### src/rtl/masking_pkg.sv
// Shared definitions for the first-order masking datapath: PRNG taps, default
// seed, share-generator state encoding, share bundle layout and the LFSR unroll.
package masking_pkg;

   localparam int unsigned MASK_LFSR_W = 32;
   localparam int unsigned TAP_A       = 31;
   localparam int unsigned TAP_B       = 21;
   localparam int unsigned TAP_C       = 1;
   localparam int unsigned TAP_D       = 0;
   localparam int unsigned ADV_STEPS   = 5;
   localparam int unsigned WCNT_W      = 8;
   localparam int unsigned MASK_W      = 5;

   localparam logic [MASK_LFSR_W-1:0] MASK_SEED = 32'hACE1_2468;

   typedef enum logic {
      ST_WARMUP = 1'b0,
      ST_RUN    = 1'b1
   } gen_state_e;

   typedef struct packed {
      logic a0;
      logic a1;
      logic b0;
      logic b1;
      logic c0;
      logic c1;
      logic rn0;
      logic rn1;
   } share_bundle_t;

   // Fibonacci x^32+x^22+x^2+x+1, five steps unrolled into one cycle.
   function automatic logic [MASK_LFSR_W-1:0] lfsr_adv5(input logic [MASK_LFSR_W-1:0] s);
      logic [MASK_LFSR_W-1:0] t;
      t = s;
      for (int unsigned i = 0; i < ADV_STEPS; i++) begin
         t = {t[MASK_LFSR_W-2:0], t[TAP_A] ^ t[TAP_B] ^ t[TAP_C] ^ t[TAP_D]};
      end
      return t;
   endfunction

endpackage

### src/rtl/masking_lfsr.sv
// Mask PRNG: 32-bit LFSR with reload and 5-step advance. An all-zero seed
// would lock the LFSR, so it is replaced by 1 both at reset and on reload.
module masking_lfsr
   import masking_pkg::*;
#(
   parameter logic [MASK_LFSR_W-1:0] SEED = MASK_SEED
) (
   input  logic                   clk,
   input  logic                   rst_n,
   input  logic                   load,
   input  logic [MASK_LFSR_W-1:0] load_val,
   input  logic                   adv,
   output logic [MASK_W-1:0]      mask
);

   localparam logic [MASK_LFSR_W-1:0] RST_VAL =
      (SEED == '0) ? MASK_LFSR_W'(1) : SEED;

   logic [MASK_LFSR_W-1:0] lfsr_q;

   always_ff @(posedge clk or negedge rst_n) begin
      if (!rst_n) begin
         lfsr_q <= RST_VAL;
      end else if (load) begin
         lfsr_q <= (load_val == '0) ? MASK_LFSR_W'(1) : load_val;
      end else if (adv) begin
         lfsr_q <= lfsr_adv5(lfsr_q);
      end
   end

   // Mask bits come from the state before the advance.
   assign mask = lfsr_q[MASK_W-1:0];

endmodule

### src/rtl/masking_share_gen.sv
// Share generator: splits a/b/c into Boolean shares with fresh LFSR masks and
// emits the refresh bits for the downstream masked AND, behind valid/ready.
module masking_share_gen
   import masking_pkg::*;
#(
   parameter int unsigned       LFSR_W = MASK_LFSR_W,
   parameter logic [LFSR_W-1:0] SEED   = MASK_SEED,
   parameter int unsigned       WARMUP = 8
) (
   input  logic              clk,
   input  logic              rst_n,
   input  logic              seed_load,
   input  logic [LFSR_W-1:0] seed_in,
   input  logic              in_valid,
   output logic              in_ready,
   input  logic              a,
   input  logic              b,
   input  logic              c,
   output logic              out_valid,
   input  logic              out_ready,
   output logic              a0,
   output logic              a1,
   output logic              b0,
   output logic              b1,
   output logic              c0,
   output logic              c1,
   output logic              rN0,
   output logic              rN1,
   output logic              busy
);

   localparam logic [WCNT_W-1:0] CNT_INIT = WCNT_W'(WARMUP - 1);

   gen_state_e        state_q, state_d;
   logic [WCNT_W-1:0] cnt_q, cnt_d;
   logic              busy_q;
   logic              out_valid_q;
   share_bundle_t     bundle_q, bundle_d;
   logic [MASK_W-1:0] mask;
   logic              accept;
   logic              adv;

   // in_ready never depends on in_valid; seed_load blocks acceptance.
   assign in_ready = (state_q == ST_RUN) && (!out_valid_q || out_ready) && !seed_load;
   assign accept   = in_valid && in_ready;
   assign adv      = accept || ((state_q == ST_WARMUP) && !seed_load);

   masking_lfsr #(
      .SEED (SEED)
   ) u_lfsr (
      .clk      (clk),
      .rst_n    (rst_n),
      .load     (seed_load),
      .load_val (seed_in),
      .adv      (adv),
      .mask     (mask)
   );

   always_ff @(posedge clk or negedge rst_n) begin
      if (!rst_n) begin
         state_q <= ST_WARMUP;
         cnt_q   <= CNT_INIT;
         busy_q  <= 1'b1;
      end else begin
         state_q <= state_d;
         cnt_q   <= cnt_d;
         busy_q  <= (state_d == ST_WARMUP);
      end
   end

   always_comb begin
      state_d = state_q;
      cnt_d   = cnt_q;
      if (seed_load) begin
         state_d = ST_WARMUP;
         cnt_d   = CNT_INIT;
      end else begin
         case (state_q)
            ST_WARMUP: begin
               if (cnt_q == '0) begin
                  state_d = ST_RUN;
               end else begin
                  cnt_d = cnt_q - WCNT_W'(1);
               end
            end
            ST_RUN:  state_d = ST_RUN;
            default: state_d = ST_WARMUP;
         endcase
      end
   end

   always_comb begin
      bundle_d     = '0;
      bundle_d.a0  = a ^ mask[0];
      bundle_d.a1  = mask[0];
      bundle_d.b0  = b ^ mask[1];
      bundle_d.b1  = mask[1];
      bundle_d.c0  = c ^ mask[2];
      bundle_d.c1  = mask[2];
      bundle_d.rn0 = mask[3];
      bundle_d.rn1 = mask[4];
   end

   // A reseed discards any held bundle so stale masks never leave the stage.
   always_ff @(posedge clk or negedge rst_n) begin
      if (!rst_n) begin
         out_valid_q <= 1'b0;
         bundle_q    <= '0;
      end else if (seed_load) begin
         out_valid_q <= 1'b0;
         bundle_q    <= '0;
      end else if (accept) begin
         out_valid_q <= 1'b1;
         bundle_q    <= bundle_d;
      end else if (out_ready) begin
         out_valid_q <= 1'b0;
      end
   end

   assign out_valid = out_valid_q;
   assign busy      = busy_q;
   assign a0        = bundle_q.a0;
   assign a1        = bundle_q.a1;
   assign b0        = bundle_q.b0;
   assign b1        = bundle_q.b1;
   assign c0        = bundle_q.c0;
   assign c1        = bundle_q.c1;
   assign rN0       = bundle_q.rn0;
   assign rN1       = bundle_q.rn1;

endmodule

### config.mk
export PLATFORM = sky130hd
export DESIGN_NAME = masking_share_gen
export DESIGN_NICKNAME = d
export VERILOG_FILES = /design/src/rtl/masking_pkg.sv /design/src/rtl/masking_lfsr.sv /design/src/rtl/masking_share_gen.sv
export SDC_FILE = /design/constraint.sdc
export NUM_CORES = 1
export LEC_CHECK = 0
export CORE_MARGIN = 1.5
export CORE_UTILIZATION = 53
export CTS_BUF_LIST = sky130_fd_sc_hd__clkbuf_2 sky130_fd_sc_hd__clkbuf_4 sky130_fd_sc_hd__clkbuf_8
export CTS_CLUSTER_DIAMETER = 200
export DETAILED_ROUTE_END_ITERATION = 8
export GPL_TIMING_DRIVEN = 0
export PLACE_DENSITY = 0.82
export SYNTH_ARGS = -nofsm -noshare
export SYNTH_HDL_FRONTEND = slang
export SYNTH_SLANG_ARGS = --single-unit
### constraint.sdc
create_clock -name clk -period 2.6 [get_ports clk]
set_input_delay 0.52 -clock clk [delete_from_list [all_inputs] [get_ports clk]]
set_output_delay 0.52 -clock clk [all_outputs]
set_load 0.005 [all_outputs]
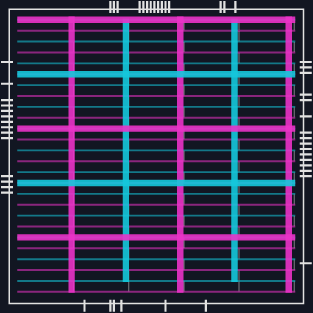
pdn.png
(4 px per um) Pins as bars on the die edge. Tap cells in grey.
VDD: shown in cyan. VSS: shown in magenta.
5 straps on met5. 5 straps on met4. 67 tap cells. 51 signal pins sit on the boundary.

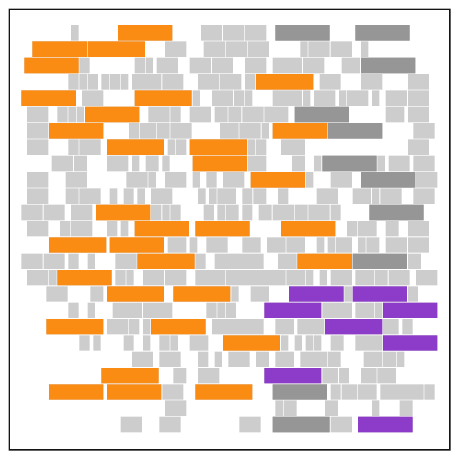
registers.png
(6 px per um)
u_lfsr.lfsr_q: shown in orange, flops 32. cnt_q: shown in purple, flops 8.

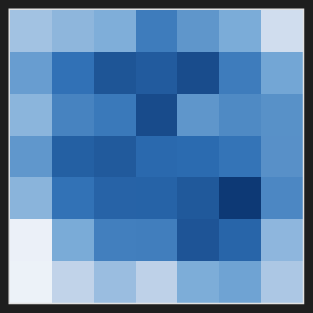
density.png
(4 px per um) The die is cut into 7 by 7 equal tiles; white is low, dark blue is high, 0 to 100% covered.
The fullest tile reaches 97%. The emptiest ninth of the die: south-west. The mean over all tiles is 60%. 29% of the tiles are over 75% full.

==> changes_impl.md <==
## Flow update

- Placed Area: 0.00321 mm2
- RSZ-0062 raised after global routing: false
- Vias in the first global route: 1961
- Overall power: 2.12 mW
- # hold bufs at CTS: 0
- Max-cap viol count: 0
- Port Buffers: 50
- Clk_lat worst skew: 310 ps
- Run status: completed
- Int Pwr: 1.51 mW
- GRT Total Usage: 0.228
- Routed WL per cell: 15.4 um
- Post-Place Cells: 364
- Post-Syn Nets: 288
- DR vias/cell: 5.37
- Final min period: 2310 ps
- Synth-to-Final Area Change: 26.9%
- Max reg flops: 32
- Final core utilization: 0.701
- DRC Markers: 0
- HP Class: input pin to asynchronous set/reset pin
- Setup TNS: 0 ps
- Critical Path End: in_ready
- Worst Tran Pin Value: 627 ps
- Max H-tree Level: 2
- Gp weighted congestion: 0.802
- Comb power frac: 0.267
- Slew headroom: 0.582
- Adder-Cell Fraction of Synth Area: 0.00959
- Log Warnings: 27
- Top Registers: u_lfsr.lfsr_q x32, cnt_q x8
- Period utilization: 0.889
- MUX share of area: 0.151
- Worst setup SP type: input pin
- Clock Tree Root: clkbuf_8
- Synth cell types: 37
- Syn_area_per_cell: 10.6 um2
- Synthesized registers: 51
- Biggest register: u_lfsr.lfsr_q
- Highest-power group: registers
- Final setup violation count: 0
- I/O pins: 51
- XOR/XNOR Area Share: 0.0786
- Ratio of cells with drive above 1 in the final layout: 0.128
- Max frequency: 0.433 GHz
- Final hold violation count: 0
- Worst Path Max Fanout: 4
- # Cells Yosys: 246
- Main flop type: dfrtp_1
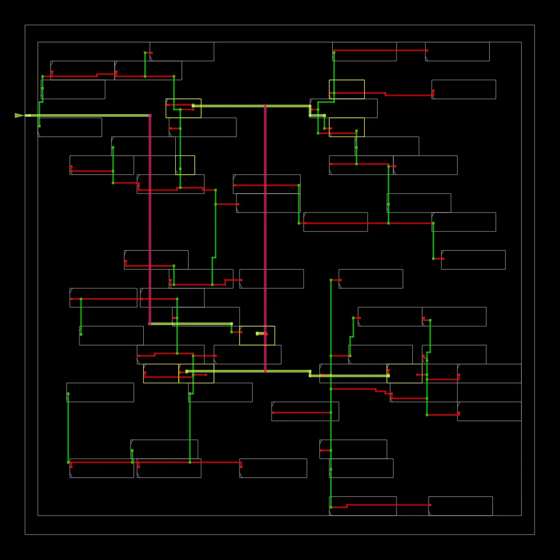
final_clocks.png
clock sink total: 51
Clk. pwr: 511 uW
skew final: 5.70 ps
registers: 51
CTS buffer count: 5

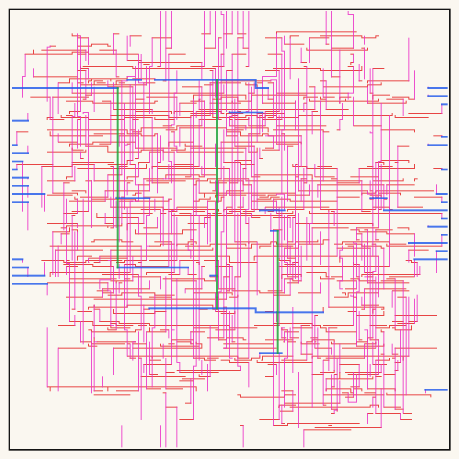
metal_stack.png
(6 px per um)
met2: shown in magenta, wire length 2780 um. met4: shown in green, wire length 88.4 um. met1: shown in red, wire length 2690 um. met3: shown in blue, wire length 187 um.

[kinds of logic after synthesis]
logic type | Yosys count
DFF | 51
AOI/OAI and AO/OA | 43
buffers and inverters | 18
adders and majority gates | 2
xor gates and xnor gates | 18
muxes | 39
and+or+nand+nor | 75
[how the worst min path moves through the flow]
stage                     slack, ps                end         startpoint
final                           160           cnt_q[4]              rst_n
after global routing            170           cnt_q[4]              rst_n
after CTS                       160           cnt_q[4]              rst_n
after detailed placement        470  u_lfsr.lfsr_q[22]  u_lfsr.lfsr_q[22]
after global placement          460  u_lfsr.lfsr_q[15]  u_lfsr.lfsr_q[15]
after floorplan                 220                 a0              rst_n
[critical path, stage by stage]
cell and delay, ps:
clkdlybuf4s50_1 450, nand2b_1 180, nor2b_1 150, clkdlybuf4s50_1 500
[per-layer routing]
layer / vias to the layer above / part of all wire / GRT usage
met3: 7 / 0.033 / 0.0497
met1: 969 / 0.47 / 0.305
met5: - / 0 / 0
li1: 974 / - / -
met2: 48 / 0.48 / 0.373
met4: 0 / 0.015 / 0.0629
[synth_stat cells (2+ instances only)]
cell type,number,share of area
mux2i_1,37,0.14
dfrtp_1,34,0.33
o21ai_0,33,0.063
nand2_1,30,0.043
dfstp_2,17,0.17
nor2_1,14,0.020
xnor2_1,11,0.037
nor4_1,10,0.024
clkbuf_1,9,0.013
buf_2,4,0.0077
inv_1,4,0.0058
nand2b_1,4,0.0096
or3_1,4,0.0096
xor2_1,4,0.013
a21oi_1,3,0.0058
a211oi_1,2,0.0058
ha_1,2,0.0096
mux2_2,2,0.0086
nand4_1,2,0.0048
nor2b_1,2,0.0048
nor4b_1,2,0.0067
[layout make-up]
class,count,area (um2)
fill,361,1410
buffer,14,57.6
sequential,51,1300
clock buffer,8,104
inverter,4,15.0
tap,67,83.8
timing repair buffer,51,515
multi-input combinational,177,1240
Power is estimated from default activity; no workload was simulated.
